Run 1, routed metal, one color a layer:
Scale bar: 20 um. Only two layers are drawn.
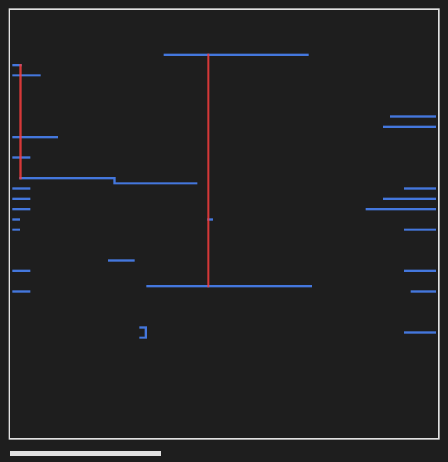
Run 1, cell classes on the final placement:
Scale bar: 20 um.
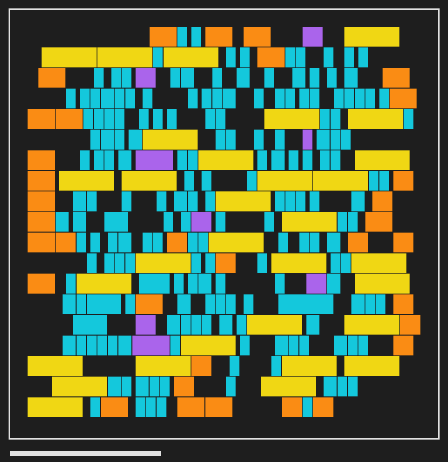
Run 1, where the registers sit:
Scale bar: 20 um. Other sequential cells in the stronger gray, the rest of the logic in the fainter gray.
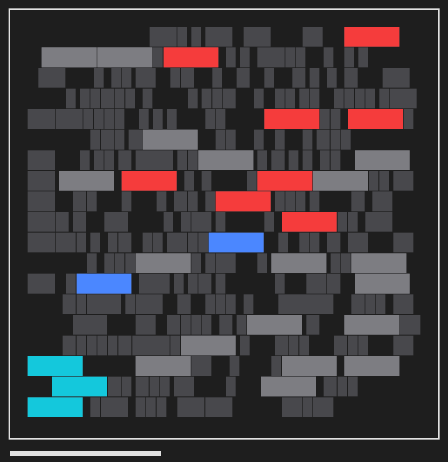
==> config.mk <==
export PLATFORM = sky130hd
export DESIGN_NAME = bit_serial_adder_flat
export DESIGN_NICKNAME = d
export VERILOG_FILES = /design/src/rtl/bit_serial_adder_pkg.sv /design/src/rtl/bit_serial_adder_if.sv /design/src/rtl/bit_serial_adder_full_adder.sv /design/src/rtl/bit_serial_adder.sv /design/src/flat_wrapper.sv
export SDC_FILE = /design/constraint.sdc
export NUM_CORES = 1
export LEC_CHECK = 0
export ABC_AREA = 1
export ABC_CLOCK_PERIOD_IN_PS = 3700
export CAP_MARGIN = 20
export CORE_MARGIN = 2
export CORE_UTILIZATION = 53
export CTS_CLUSTER_DIAMETER = 120
export DETAILED_ROUTE_END_ITERATION = 10
export PLACE_DENSITY_LB_ADDON = 0.15
export SLEW_MARGIN = 20
export SYNTH_ARGS = -nofsm -noshare
export SYNTH_HDL_FRONTEND = slang
export SYNTH_HIERARCHICAL = 1
export SYNTH_SLANG_ARGS = --single-unit
==> constraint.sdc <==
create_clock -name clk -period 3.7 [get_ports clk]
set_clock_uncertainty 0.15 [all_clocks]
set_input_delay 0.925 -clock clk [delete_from_list [all_inputs] [get_ports clk]]
set_output_delay 0.925 -clock clk [all_outputs]
set_load 0.1 [all_outputs]
==> src/rtl/bit_serial_adder_pkg.sv <==
// Shared constants for the bit-serial adder: FSM state encodings and default width.
package bit_serial_pkg;

    localparam int DEFAULT_WIDTH = 8;

    localparam logic [1:0] IDLE = 2'd0;
    localparam logic [1:0] RUN  = 2'd1;
    localparam logic [1:0] DONE = 2'd2;

endpackage

==> src/rtl/bit_serial_adder_if.sv <==
// Operand/result handshake bundle for bit_serial_adder.
// The sub port exists only when BIT_SERIAL_ADDER_SUB_EN is defined.
interface bit_serial_adder_if #(
    parameter int WIDTH = 8
);

    logic             in_valid;
    logic             in_ready;
    logic [WIDTH-1:0] in0;
    logic [WIDTH-1:0] in1;
    logic             cin;
`ifdef BIT_SERIAL_ADDER_SUB_EN
    logic             sub;
`endif
    logic             out_valid;
    logic             out_ready;
    logic [WIDTH-1:0] out;
    logic             cout;

`ifdef BIT_SERIAL_ADDER_SUB_EN
    modport master (
        output in_valid, in0, in1, cin, sub, out_ready,
        input  in_ready, out_valid, out, cout
    );

    modport slave (
        input  in_valid, in0, in1, cin, sub, out_ready,
        output in_ready, out_valid, out, cout
    );
`else
    modport master (
        output in_valid, in0, in1, cin, out_ready,
        input  in_ready, out_valid, out, cout
    );

    modport slave (
        input  in_valid, in0, in1, cin, out_ready,
        output in_ready, out_valid, out, cout
    );
`endif

endinterface

==> src/rtl/bit_serial_adder_full_adder.sv <==
// Single-bit full adder used as the shared arithmetic element of the serial adder.
module full_adder (
    input  logic in0,
    input  logic in1,
    input  logic in2,
    output logic out,
    output logic cout
);

    assign out  = in0 ^ in1 ^ in2;
    assign cout = (in0 & in1) | (in0 & in2) | (in1 & in2);

endmodule

==> src/rtl/bit_serial_adder.sv <==
// Multi-cycle adder: one bit per clock, LSB first, through one full_adder with a registered carry.
// Optional subtract mode is enabled with the BIT_SERIAL_ADDER_SUB_EN macro.
module bit_serial_adder
    import bit_serial_pkg::*;
#(
    parameter int WIDTH = DEFAULT_WIDTH
) (
    input  logic                 clk,
    input  logic                 rst_n,
    bit_serial_adder_if.slave    bus
);

    localparam int CNT_W = (WIDTH > 1) ? $clog2(WIDTH) : 1;

    logic [1:0]       state;
    logic [WIDTH-1:0] a_q;
    logic [WIDTH-1:0] b_q;
    logic [WIDTH-1:0] result_q;
    logic             carry_q;
    logic             cout_q;
    logic [CNT_W-1:0] count_q;

    logic             sum_bit;
    logic             next_carry;
    logic             last_bit;
    logic [WIDTH:0]   result_shift;
    logic [WIDTH-1:0] b_load;
    logic             carry_load;

    full_adder u_full_adder (
        .in0  (a_q[0]),
        .in1  (b_q[0]),
        .in2  (carry_q),
        .out  (sum_bit),
        .cout (next_carry)
    );

    assign last_bit     = (count_q == CNT_W'(WIDTH - 1));
    assign result_shift = {sum_bit, result_q};

    // Subtraction is a + ~b + 1, so the carry flop is forced high and cin is ignored.
`ifdef BIT_SERIAL_ADDER_SUB_EN
    assign b_load     = bus.sub ? ~bus.in1 : bus.in1;
    assign carry_load = bus.sub | bus.cin;
`else
    assign b_load     = bus.in1;
    assign carry_load = bus.cin;
`endif

    always_ff @(posedge clk) begin
        if (!rst_n) begin
            state    <= IDLE;
            a_q      <= '0;
            b_q      <= '0;
            result_q <= '0;
            carry_q  <= 1'b0;
            cout_q   <= 1'b0;
            count_q  <= '0;
        end else begin
            case (state)
                IDLE: begin
                    if (bus.in_valid) begin
                        a_q     <= bus.in0;
                        b_q     <= b_load;
                        carry_q <= carry_load;
                        count_q <= '0;
                        state   <= RUN;
                    end
                end
                RUN: begin
                    result_q <= result_shift[WIDTH:1];
                    carry_q  <= next_carry;
                    a_q      <= a_q >> 1;
                    b_q      <= b_q >> 1;
                    count_q  <= count_q + CNT_W'(1);
                    if (last_bit) begin
                        cout_q <= next_carry;
                        state  <= DONE;
                    end
                end
                DONE: begin
                    if (bus.out_ready) begin
                        state <= IDLE;
                    end
                end
                default: begin
                    state <= IDLE;
                end
            endcase
        end
    end

    assign bus.in_ready  = (state == IDLE);
    assign bus.out_valid = (state == DONE);
    assign bus.out       = result_q;
    assign bus.cout      = cout_q;

endmodule

==> src/flat_wrapper.sv <==
// flat-port wrapper written by rule: the top's interface ports become plain ports
module bit_serial_adder_flat import bit_serial_pkg::*;
#(
    parameter int WIDTH = DEFAULT_WIDTH
)
  (clk, rst_n, bus_in_valid, bus_in0, bus_in1, bus_cin, bus_out_ready, bus_in_ready, bus_out_valid, bus_out, bus_cout);
  bit_serial_adder_if #(.WIDTH(WIDTH)) bus_i ();
  input  logic clk;
  input  logic rst_n;
  input wire logic [$bits(bus_i.in_valid)-1:0] bus_in_valid;
  input wire logic [$bits(bus_i.in0)-1:0] bus_in0;
  input wire logic [$bits(bus_i.in1)-1:0] bus_in1;
  input wire logic [$bits(bus_i.cin)-1:0] bus_cin;
  input wire logic [$bits(bus_i.out_ready)-1:0] bus_out_ready;
  output wire logic [$bits(bus_i.in_ready)-1:0] bus_in_ready;
  output wire logic [$bits(bus_i.out_valid)-1:0] bus_out_valid;
  output wire logic [$bits(bus_i.out)-1:0] bus_out;
  output wire logic [$bits(bus_i.cout)-1:0] bus_cout;
  assign bus_i.in_valid = bus_in_valid;
  assign bus_i.in0 = bus_in0;
  assign bus_i.in1 = bus_in1;
  assign bus_i.cin = bus_cin;
  assign bus_i.out_ready = bus_out_ready;
  assign bus_in_ready = bus_i.in_ready;
  assign bus_out_valid = bus_i.out_valid;
  assign bus_out = bus_i.out;
  assign bus_cout = bus_i.cout;
  bit_serial_adder #(.WIDTH(WIDTH)) u_core (.clk(clk), .rst_n(rst_n), .bus(bus_i));
endmodule
==> flow_metrics.env, run 1 <==
# physical design summary
export IMPL_fin_hold_ws_ns=0.317
export IMPL_clk_path_buf_depth=2
export IMPL_drt_initial_drc_count=29
export IMPL_grtUsageMet2_pct=30.6
export IMPL_grt_pass1_vias=1143
export IMPL_crit_arrival_ns=1.32
export IMPL_grt_met1_usage_pct=21.0
export IMPL_warnings=26
export IMPL_crit_slowest_cell="dfxtp_1"
export IMPL_top_layer="met4"
export IMPL_crit_path_end_kind="primary output"
export IMPL_die_area_sq_um=3200
export IMPL_flop_cell="dfxtp_1"
export IMPL_crit_cells=3
export IMPL_dp_hpwl_um=1930
export IMPL_area_growth_pct=23.7
export IMPL_period_needed_ns=2.39
export IMPL_setup_ws_ns=1.31
export IMPL_cts_resized_gates=0
export IMPL_crit_type="reg2out"
export IMPL_reg2reg_depth=3
export IMPL_yosysTopAreaCell="dfxtp_1"
export IMPL_ys_seq_share_pct=42.4
export IMPL_grt_first_pass_wirelength_um=4600
export IMPL_synthTopLogicFamily="simple AND/OR/NAND/NOR gates"
export IMPL_post_cts_buffers=0
export IMPL_enable_flop_cells=0
export IMPL_startpoint="u_core/state[1]"
export IMPL_path_buffers=2
export IMPL_path_cells="inv_1, nor2_1, buf_4"
export IMPL_pre_cts_ws_ns=1.17
export IMPL_nets=280
export IMPL_compound_area_share_pct=10.8
export IMPL_slew_headroom_pct=53.2
export IMPL_antenna_found_initial=0
export IMPL_via_per_inst=4.59
export IMPL_r2r_start="u_core/state[0]"
export IMPL_ys_top_cells_by_area="dfxtp_1 42%, nand2_1 18%, inv_1 9.5%"
export IMPL_outcome="finished, final reports clean"
export IMPL_ios=32
export IMPL_worst_skew_pair_late_latency_ns=0.32
export IMPL_routedWlPerCell_um=9.59
export IMPL_dr_wl_met2_um=1270
export IMPL_grt_max_degree=29
export IMPL_cts_made_buffers=5
export IMPL_ant_nets=0
export IMPL_path_delay_family="buffers and inverters"
export IMPL_wl_met1_um=1310
export IMPL_rows=19
export IMPL_cpPeakStageDelay_ns=0.40
export IMPL_placedInstanceArea_sq_um=1740
export IMPL_drive_gt1_share_pct=9.34
export IMPL_reg2reg_to="u_core/bus.out[7]"
export IMPL_ys_top_cells_by_count="72 x nand2_1, 37 x inv_1, 36 x nor2_1, 31 x dfxtp_1, 21 x a21oi_1"
export IMPL_syn_cell_area_sq_um=1470
export IMPL_syn_num_nets=250
export IMPL_portBuffers=31
export IMPL_cts_root_buf="clkbuf_4"
export IMPL_muxShareOfSynthArea_pct=0
export IMPL_p_total_w=0.000778
export IMPL_ys_sh_xor_pct=0
export IMPL_synth_most_common_cell="nand2_1"
export IMPL_setup_viol=0
export IMPL_layout_cells_most_common="nand2_1"
export IMPL_fmax_mhz=418
export IMPL_report_final_slew_viol_count=0
export IMPL_stdcell_area_sq_um=1810
export IMPL_clock_sinks=31
export IMPL_die_size_y_um=56.6
export IMPL_min_to="u_core/b_q[7]"
## Picture notes: 'routed metal, one color a layer'
| layer | color | wire length |
|---|---|---|
| M4 | red | 45.6 um |
| M3 | blue | 142 um |
gr usage total: 18.4%
Post-Route WL: 2760 um

## Picture notes: 'cell classes on the final placement'
| class | color | cells |
|---|---|---|
| remaining buffers and delay cells | orange | 34 |
| sequential cells | yellow | 31 |
| remaining logic cells | cyan | 184 |
| clock drivers and dummy loads | purple | 8 |
flop share of the area: 34.3%
core area: 2690 sq um

## Picture notes: 'where the registers sit'
| netlist name | color | flops |
|---|---|---|
| u_core/a_q | red | 8 |
| u_core/state | blue | 2 |
| u_core/count_q | cyan | 3 |
not colored: 18
Seq. cell area: 621 sq um
post-route core utilization: 67.4%
Flop+latch power: 0.000373 W

## run 1: sequential cells by signal, summed over array words and instances (netlist names)
register,count
u_core/a_q,8
u_core/b_q,8
u_core/bus.cout,1
u_core/bus.out,8
u_core/carry_q,1
u_core/count_q,3
u_core/state,2
## run 1: tightest hold or removal path: stages (launching register included)
cell	delay, ns
dfxtp_1	0.32
nand2_1	0.06
a21oi_1	0.05
## run 1: cell type report
class                           count  share of cell area [%]
Inverter                           38                    7.87
Timing Repair Buffer               34                    16.9
Tap cell                           31                    2.14
Clock buffer                        8                    3.80
Sequential cell                    31                    34.3
Multi-Input combinational cell    146                    35.1
## run 1: power breakdown
part / switching, W / internal (W) / total, W
Clock: 0.000109 / 0.000112 / 0.000221
Sequential: 0.0000134 / 0.000360 / 0.000373
Combinational: 0.000122 / 0.0000625 / 0.000185
==> inputs of run 2 (changes only) <==
--- a/config.mk
+++ b/config.mk
@@ -6,10 +6,10 @@
 export NUM_CORES = 1
 export LEC_CHECK = 0
 export ABC_AREA = 1
-export ABC_CLOCK_PERIOD_IN_PS = 3700
+export ABC_CLOCK_PERIOD_IN_PS = 2250
 export CAP_MARGIN = 20
 export CORE_MARGIN = 2
-export CORE_UTILIZATION = 53
+export CORE_UTILIZATION = 49
 export CTS_CLUSTER_DIAMETER = 120
 export DETAILED_ROUTE_END_ITERATION = 10
 export PLACE_DENSITY_LB_ADDON = 0.15
==> constraint.sdc (replaced) <==
create_clock -name clk -period 2.25 [get_ports clk]
set_clock_uncertainty 0.15 [all_clocks]
set_input_delay 0.5625 -clock clk [delete_from_list [all_inputs] [get_ports clk]]
set_output_delay 0.5625 -clock clk [all_outputs]
set_load 0.1 [all_outputs]
Run 2, where the registers sit:
Scale bar: 20 um. Other sequential cells in the stronger gray, the rest of the logic in the fainter gray.
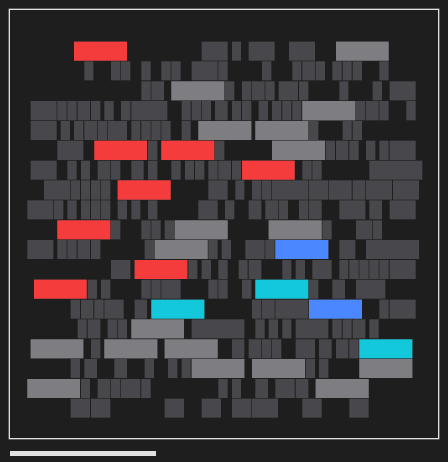
| netlist name | color | flops |
|---|---|---|
| u_core/state | blue | 2 |
| u_core/a_q | red | 8 |
| u_core/count_q | cyan | 3 |
not colored: 18
post-route core utilization: 66.5%
flop share of the area: 33.3%

==> run 2 against run 1 <==
Hold slack better by 0.0059 ns. Sequential share of layout area decreased by 0.97 points. Combinational power rose by about 70%. Largest power group unchanged. Critical path depth is 1 lower. Register-to-register slack worse by 1.4 ns. Cell area is 2.9% higher. Sequential power increased by 65%. Worst setup slack worse by 1.0 ns. The run now ends with design-rule violations left. Flip-flop count is the same. Via count increased by 1.7%.
==> flow_metrics.env, run 2 <==
# physical design summary
export IMPL_ys_sh_xor_pct=0
export IMPL_p_int_w=0.000885
export IMPL_ios=32
export IMPL_crit_path_end_kind="primary output"
export IMPL_clock_sinks=31
export IMPL_placedInstanceArea_sq_um=1800
export IMPL_crit_path_start_kind="flip-flop"
export IMPL_enable_flop_cells=0
export IMPL_period_needed_ns=1.98
export IMPL_startpoint="u_core/state[0]"
export IMPL_synth_most_common_cell="nand2_1"
export IMPL_p_total_w=0.00130
export IMPL_cts_made_buffers=5
export IMPL_combPwrFrac_pct=24.2
export IMPL_top_power_group="registers"
export IMPL_swShare_pct=31.8
export IMPL_setup_viol=0
export IMPL_hold_path_class="reg2reg"
export IMPL_drive_gt1_share_pct=11.2
export IMPL_r2r_start="u_core/state[0]"
export IMPL_grt_max_degree=20
export IMPL_syn_num_nets=250
export IMPL_yosysTopAreaCell="dfxtp_1"
export IMPL_fmax_mhz=505
export IMPL_cpPeakStageDelay_ns=0.62
export IMPL_endpoint="bus_in_ready"
export IMPL_pre_cts_ws_ns=0.268
export IMPL_reg2reg_to="u_core/b_q[0]"
export IMPL_layout_cells_most_common="nand2_1"
export IMPL_area_growth_pct=27.2
export IMPL_ys_top_cells_by_count="72 x nand2_1, 37 x inv_1, 36 x nor2_1, 31 x dfxtp_1, 21 x a21oi_1"
export IMPL_p_seq_share_pct=47.4
export IMPL_crit_type="reg2out"
export IMPL_via_per_inst=4.62
export IMPL_worst_skew_pair_late_latency_ns=0.33
export IMPL_grt_total_usage_pct=19.4
export IMPL_cts_resized_gates=0
export IMPL_portBuffers=31
export IMPL_ant_nets=0
export IMPL_crit_arrival_ns=1.27
export IMPL_routedWlPerCell_um=10.1
export IMPL_dp_hpwl_um=2060
export IMPL_power_switching_w=0.000412
export IMPL_reg2reg_depth=5
export IMPL_clk_path_buf_depth=2
export IMPL_grt_first_pass_wirelength_um=5060
export IMPL_drt_initial_drc_count=66
export IMPL_violations="design-rule violations"
export IMPL_warnings=26
export IMPL_post_cts_buffers=0
export IMPL_outcome="complete, but fails checks"
export IMPL_path_buffers=1
export IMPL_slew_headroom_pct=68.6
export IMPL_synthTopLogicFamily="simple AND/OR/NAND/NOR gates"
export IMPL_drc=3
export IMPL_powerSeq_w=0.000615
export IMPL_fin_hold_ws_ns=0.323
export IMPL_syn_cell_area_sq_um=1470
export IMPL_min_to="u_core/b_q[7]"
export IMPL_crit_cells=2
export IMPL_crit_slowest_cell="dfxtp_1"
export IMPL_clk_power_w=0.000368
export IMPL_ys_seq_share_pct=42.4
export IMPL_cts_root_buf="clkbuf_4"
export IMPL_compound_area_share_pct=10.8
export IMPL_coreArea_sq_um=2810
export IMPL_muxShareOfSynthArea_pct=0
export IMPL_die_area_sq_um=3440
export IMPL_setup_ws_ns=0.271
export IMPL_routed_wl_um=2930
export IMPL_report_final_slew_viol_count=0
export IMPL_path_delay_family="flip-flops"
export IMPL_rows=19
export IMPL_flop_cell="dfxtp_1"
export IMPL_stdcell_area_sq_um=1860
export IMPL_die_size_y_um=58.7
==> run 2: cell counts after synthesis <==
Identical to the previous run, type by type.
==> run 2: worst register-to-register path: cells and delay by family, from the launching register on <==
family / cells / cell delay (ns)
buffers and inverters: 1 / 0.27
DFF: 1 / 0.62
and+or+nand+nor: 3 / 0.48
AOI/OAI and AO/OA: 1 / 0.06
==> run 2: area by class of cell <==
type                       instances  area [sq um]  area share [%]
inverter                          38           143            7.65
tap                               31          38.8            2.08
multi-input combinational        146           641            34.4
sequential                        31           621            33.3
clock buffer                       8          68.8            3.69
timing repair buffer              37           353            18.9
==> run 2: per-layer routing <==
metal	vias up	GRT usage, %	wire, um
li1	738	-	-
met1	559	26.0	1460
met2	39	28.4	1200
met3	8	6.15	199
met4	0	9.42	61
met5	-	0	0
==> inputs of run 3 (changes only) <==
--- a/config.mk
+++ b/config.mk
@@ -6,7 +6,7 @@
 export NUM_CORES = 1
 export LEC_CHECK = 0
 export ABC_AREA = 1
-export ABC_CLOCK_PERIOD_IN_PS = 2250
+export ABC_CLOCK_PERIOD_IN_PS = 2100
 export CAP_MARGIN = 20
 export CORE_MARGIN = 2
 export CORE_UTILIZATION = 49
==> constraint.sdc (replaced) <==
create_clock -name clk -period 2.1 [get_ports clk]
set_clock_uncertainty 0.15 [all_clocks]
set_input_delay 0.525 -clock clk [delete_from_list [all_inputs] [get_ports clk]]
set_output_delay 0.525 -clock clk [all_outputs]
set_load 0.1 [all_outputs]
Run 3, cell classes on the final placement:
Scale bar: 20 um.
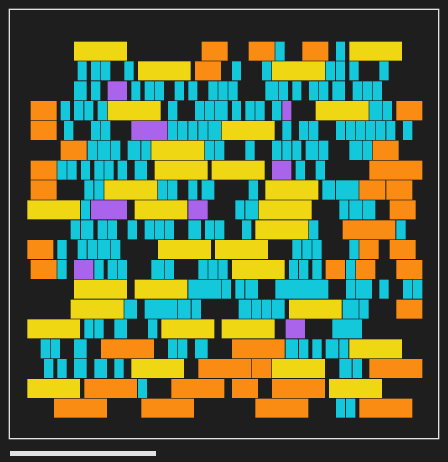
| class | color | cells |
|---|---|---|
| remaining logic cells | cyan | 184 |
| sequential cells | yellow | 31 |
| clock drivers and dummy loads | purple | 8 |
| remaining buffers and delay cells | orange | 37 |
cell row count: 19
core area: 2810 sq um

==> run 3 against run 2 <==
Synthesized cell count did not move. Clock power rose by 6.8%. Largest cell class unchanged. Total power rose by 10%. Global-route usage fell by 0.89 points. The flow still finishes with violations (design-rule violations). Non-clock buffer count did not move. Cell count did not move. Hold slack got worse by 0.0023 ns. Wire length fell by 4.1%. Sequential share of layout area fell by 2.3 points. Critical path type unchanged.
==> flow_metrics.env, run 3 <==
# physical design summary
export IMPL_gp_congestion=0.769
export IMPL_report_final_slew_viol_count=0
export IMPL_hold_path_class="reg2reg"
export IMPL_nets=283
export IMPL_cts_root_buf="clkbuf_4"
export IMPL_muxShareOfSynthArea_pct=0
export IMPL_grt_first_pass_wirelength_um=4880
export IMPL_hold_viol_final=0
export IMPL_violations="design-rule violations"
export IMPL_endpoint="bus_out_valid"
export IMPL_ff_latch_area_sq_um=621
export IMPL_antenna_found_initial=0
export IMPL_ys_seq_share_pct=42.4
export IMPL_synth_flops=31
export IMPL_utilization_pct=71.4
export IMPL_placedInstanceArea_sq_um=1930
export IMPL_dp_cells=283
export IMPL_setup_tns_ns=0
export IMPL_synthSimpleGateAreaFrac_pct=29.5
export IMPL_seq_area_share_pct=31.0
export IMPL_ant_nets=0
export IMPL_maxCapViolCount=0
export IMPL_cts_resized_gates=0
export IMPL_nonClockInverterCount=38
export IMPL_area_growth_pct=36.6
export IMPL_synthTopLogicFamily="simple AND/OR/NAND/NOR gates"
export IMPL_num_clock_buffers=8
export IMPL_synth_most_common_cell="nand2_1"
export IMPL_via_per_inst=4.65
export IMPL_worstPathMaxFanout=3
export IMPL_path_delay_family="flip-flops"
export IMPL_ys_top_cells_by_count="72 x nand2_1, 37 x inv_1, 36 x nor2_1, 31 x dfxtp_1, 21 x a21oi_1"
export IMPL_crit_arrival_ns=1.21
export IMPL_comb_area_share_pct=32.0
export IMPL_setup_viol=0
export IMPL_stdcell_area_sq_um=2000
export IMPL_yosysUniqueCellTypes=15
export IMPL_portBuffers=31
export IMPL_outcome="complete, but fails checks"
export IMPL_buffer_area_share_pct=24.5
export IMPL_crit_path_start_kind="flip-flop"
export IMPL_cts_clk_slew_worst_paths_ns=0.09
export IMPL_crit_type="reg2out"
export IMPL_drt_initial_drc_count=47
export IMPL_fmax_mhz=529
export IMPL_largest_class="logic gates"
export IMPL_startpoint="u_core/state[1]"
export IMPL_fillers=249
export IMPL_enable_flop_cells=0
export IMPL_syn_num_nets=250
export IMPL_initCoreUtil_pct=52.2
export IMPL_worst_pin_slew_ns=0.286
export IMPL_clk_path_buf_depth=2
export IMPL_r2r_slack_ns=0.66
export IMPL_overflow=0
export IMPL_slew_headroom_pct=80.9
export IMPL_warnings=26
export IMPL_crit_cells=3
export IMPL_tritoncts="built"
export IMPL_flop_count=31
export IMPL_grt_max_degree=37
export IMPL_routedWlPerCell_um=9.64
export IMPL_cpPeakStageDelay_ns=0.41
export IMPL_period_needed_ns=1.89
export IMPL_ios=32
export IMPL_yosysTopAreaCell="dfxtp_1"
export IMPL_logic_gate_count=146
export IMPL_yosys_warnings=6
export IMPL_crit_slowest_cell="dfxtp_1"
export IMPL_path_buffers=2
export IMPL_logic_area_sq_um=641
export IMPL_p_total_w=0.00143
export IMPL_syn_inst=226
export IMPL_setup_ws_ns=0.210
export IMPL_dp_hpwl_um=2000
export IMPL_powerDensity_nw_per_um2=714
export IMPL_layout_cells_most_common="nand2_1"
export IMPL_fin_hold_ws_ns=0.320
export IMPL_grt_pass1_vias=1185
export IMPL_path_cells="inv_1, nor2_2, buf_12"
export IMPL_holdBufCountCts=0
export IMPL_synthAdderAreaFrac_pct=3.07
export IMPL_die_x_um=58.7
export IMPL_die_size_y_um=58.7
export IMPL_routed_wl_um=2810
export IMPL_num_tap_cells=31
export IMPL_n_all_buffers=37
export IMPL_finalCritPeriodShare_pct=90.0
export IMPL_drc=3
export IMPL_flop_cell="dfxtp_1"
export IMPL_synth_avg_cell_area_sq_um=6.48
export IMPL_post_cts_buffers=0
export IMPL_instances_no_fill=291
export IMPL_yosys_area_sq_um=1470
export IMPL_worst_skew_pair_late_latency_ns=0.33
export IMPL_top_area_share_pct=42.4
export IMPL_grt_total_usage_pct=18.6
export IMPL_final_clk_cell_share_pct=3.44
export IMPL_r2r_start="u_core/state[0]"
export IMPL_syn_cell_area_sq_um=1470
export IMPL_reg2reg_depth=5
export IMPL_cts_made_buffers=5
export IMPL_die_area_sq_um=3440
export IMPL_compound_area_share_pct=10.8
export IMPL_diodes=0
export IMPL_reg2reg_to="u_core/b_q[1]"
export IMPL_clock_sinks=31
export IMPL_vias=1353
export IMPL_cts_max_level=2
export IMPL_ys_sh_xor_pct=0
export IMPL_ys_top_cells_by_area="dfxtp_1 42%, nand2_1 18%, inv_1 9.5%"
export IMPL_crit_required_ns=1.42
export IMPL_crit_path_end_kind="primary output"
export IMPL_drive_gt1_share_pct=11.2
export IMPL_cellLeakagePower_nw=0.963
export IMPL_pre_cts_ws_ns=0.295
==> run 3: metal layers <==
layer	share of wire, %	track usage [%]	up-vias
met3	4.9	4.84	7
met5	0	0	-
li1	-	-	734
met4	2.0	9.09	0
met1	49	23.8	588
met2	44	29.1	24
==> run 3: worst min-delay path by stage <==
stage,start,end,depth (start not counted)
after detailed placement,u_core/a_q[7],u_core/a_q[7],2
after global placement,u_core/a_q[7],u_core/a_q[7],2
after global routing,u_core/a_q[7],u_core/a_q[7],2
after floorplan,u_core/a_q[7],u_core/a_q[7],2
final,u_core/b_q[7],u_core/b_q[7],2
after CTS,u_core/count_q[1],u_core/count_q[1],2
==> run 3: power by group <==
part | switching, W | internal (W)
Clock | 0.000196 | 0.000197
Combinational | 0.000221 | 0.000154
Sequential | 0.0000288 | 0.000634
Total | 0.000445 | 0.000984

## Gallery

Gate-type map.
picture 1
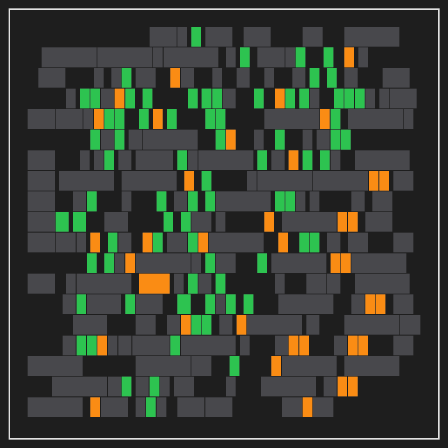
picture 2
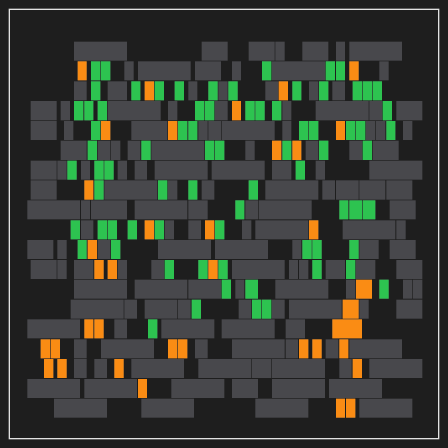
picture 3
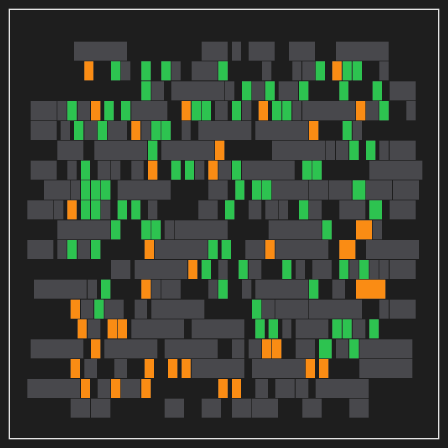
- run 2 = picture 3
- run 1 = picture 1
- run 3 = picture 2

Key to picture 2:
| family | color | cells | most used |
|---|---|---|---|
| nand cells | green | 75 | nand2_1 |
| nor cells | orange | 37 | nor2_1 |

No activity file was given, so power comes from the tool's default toggle rates.
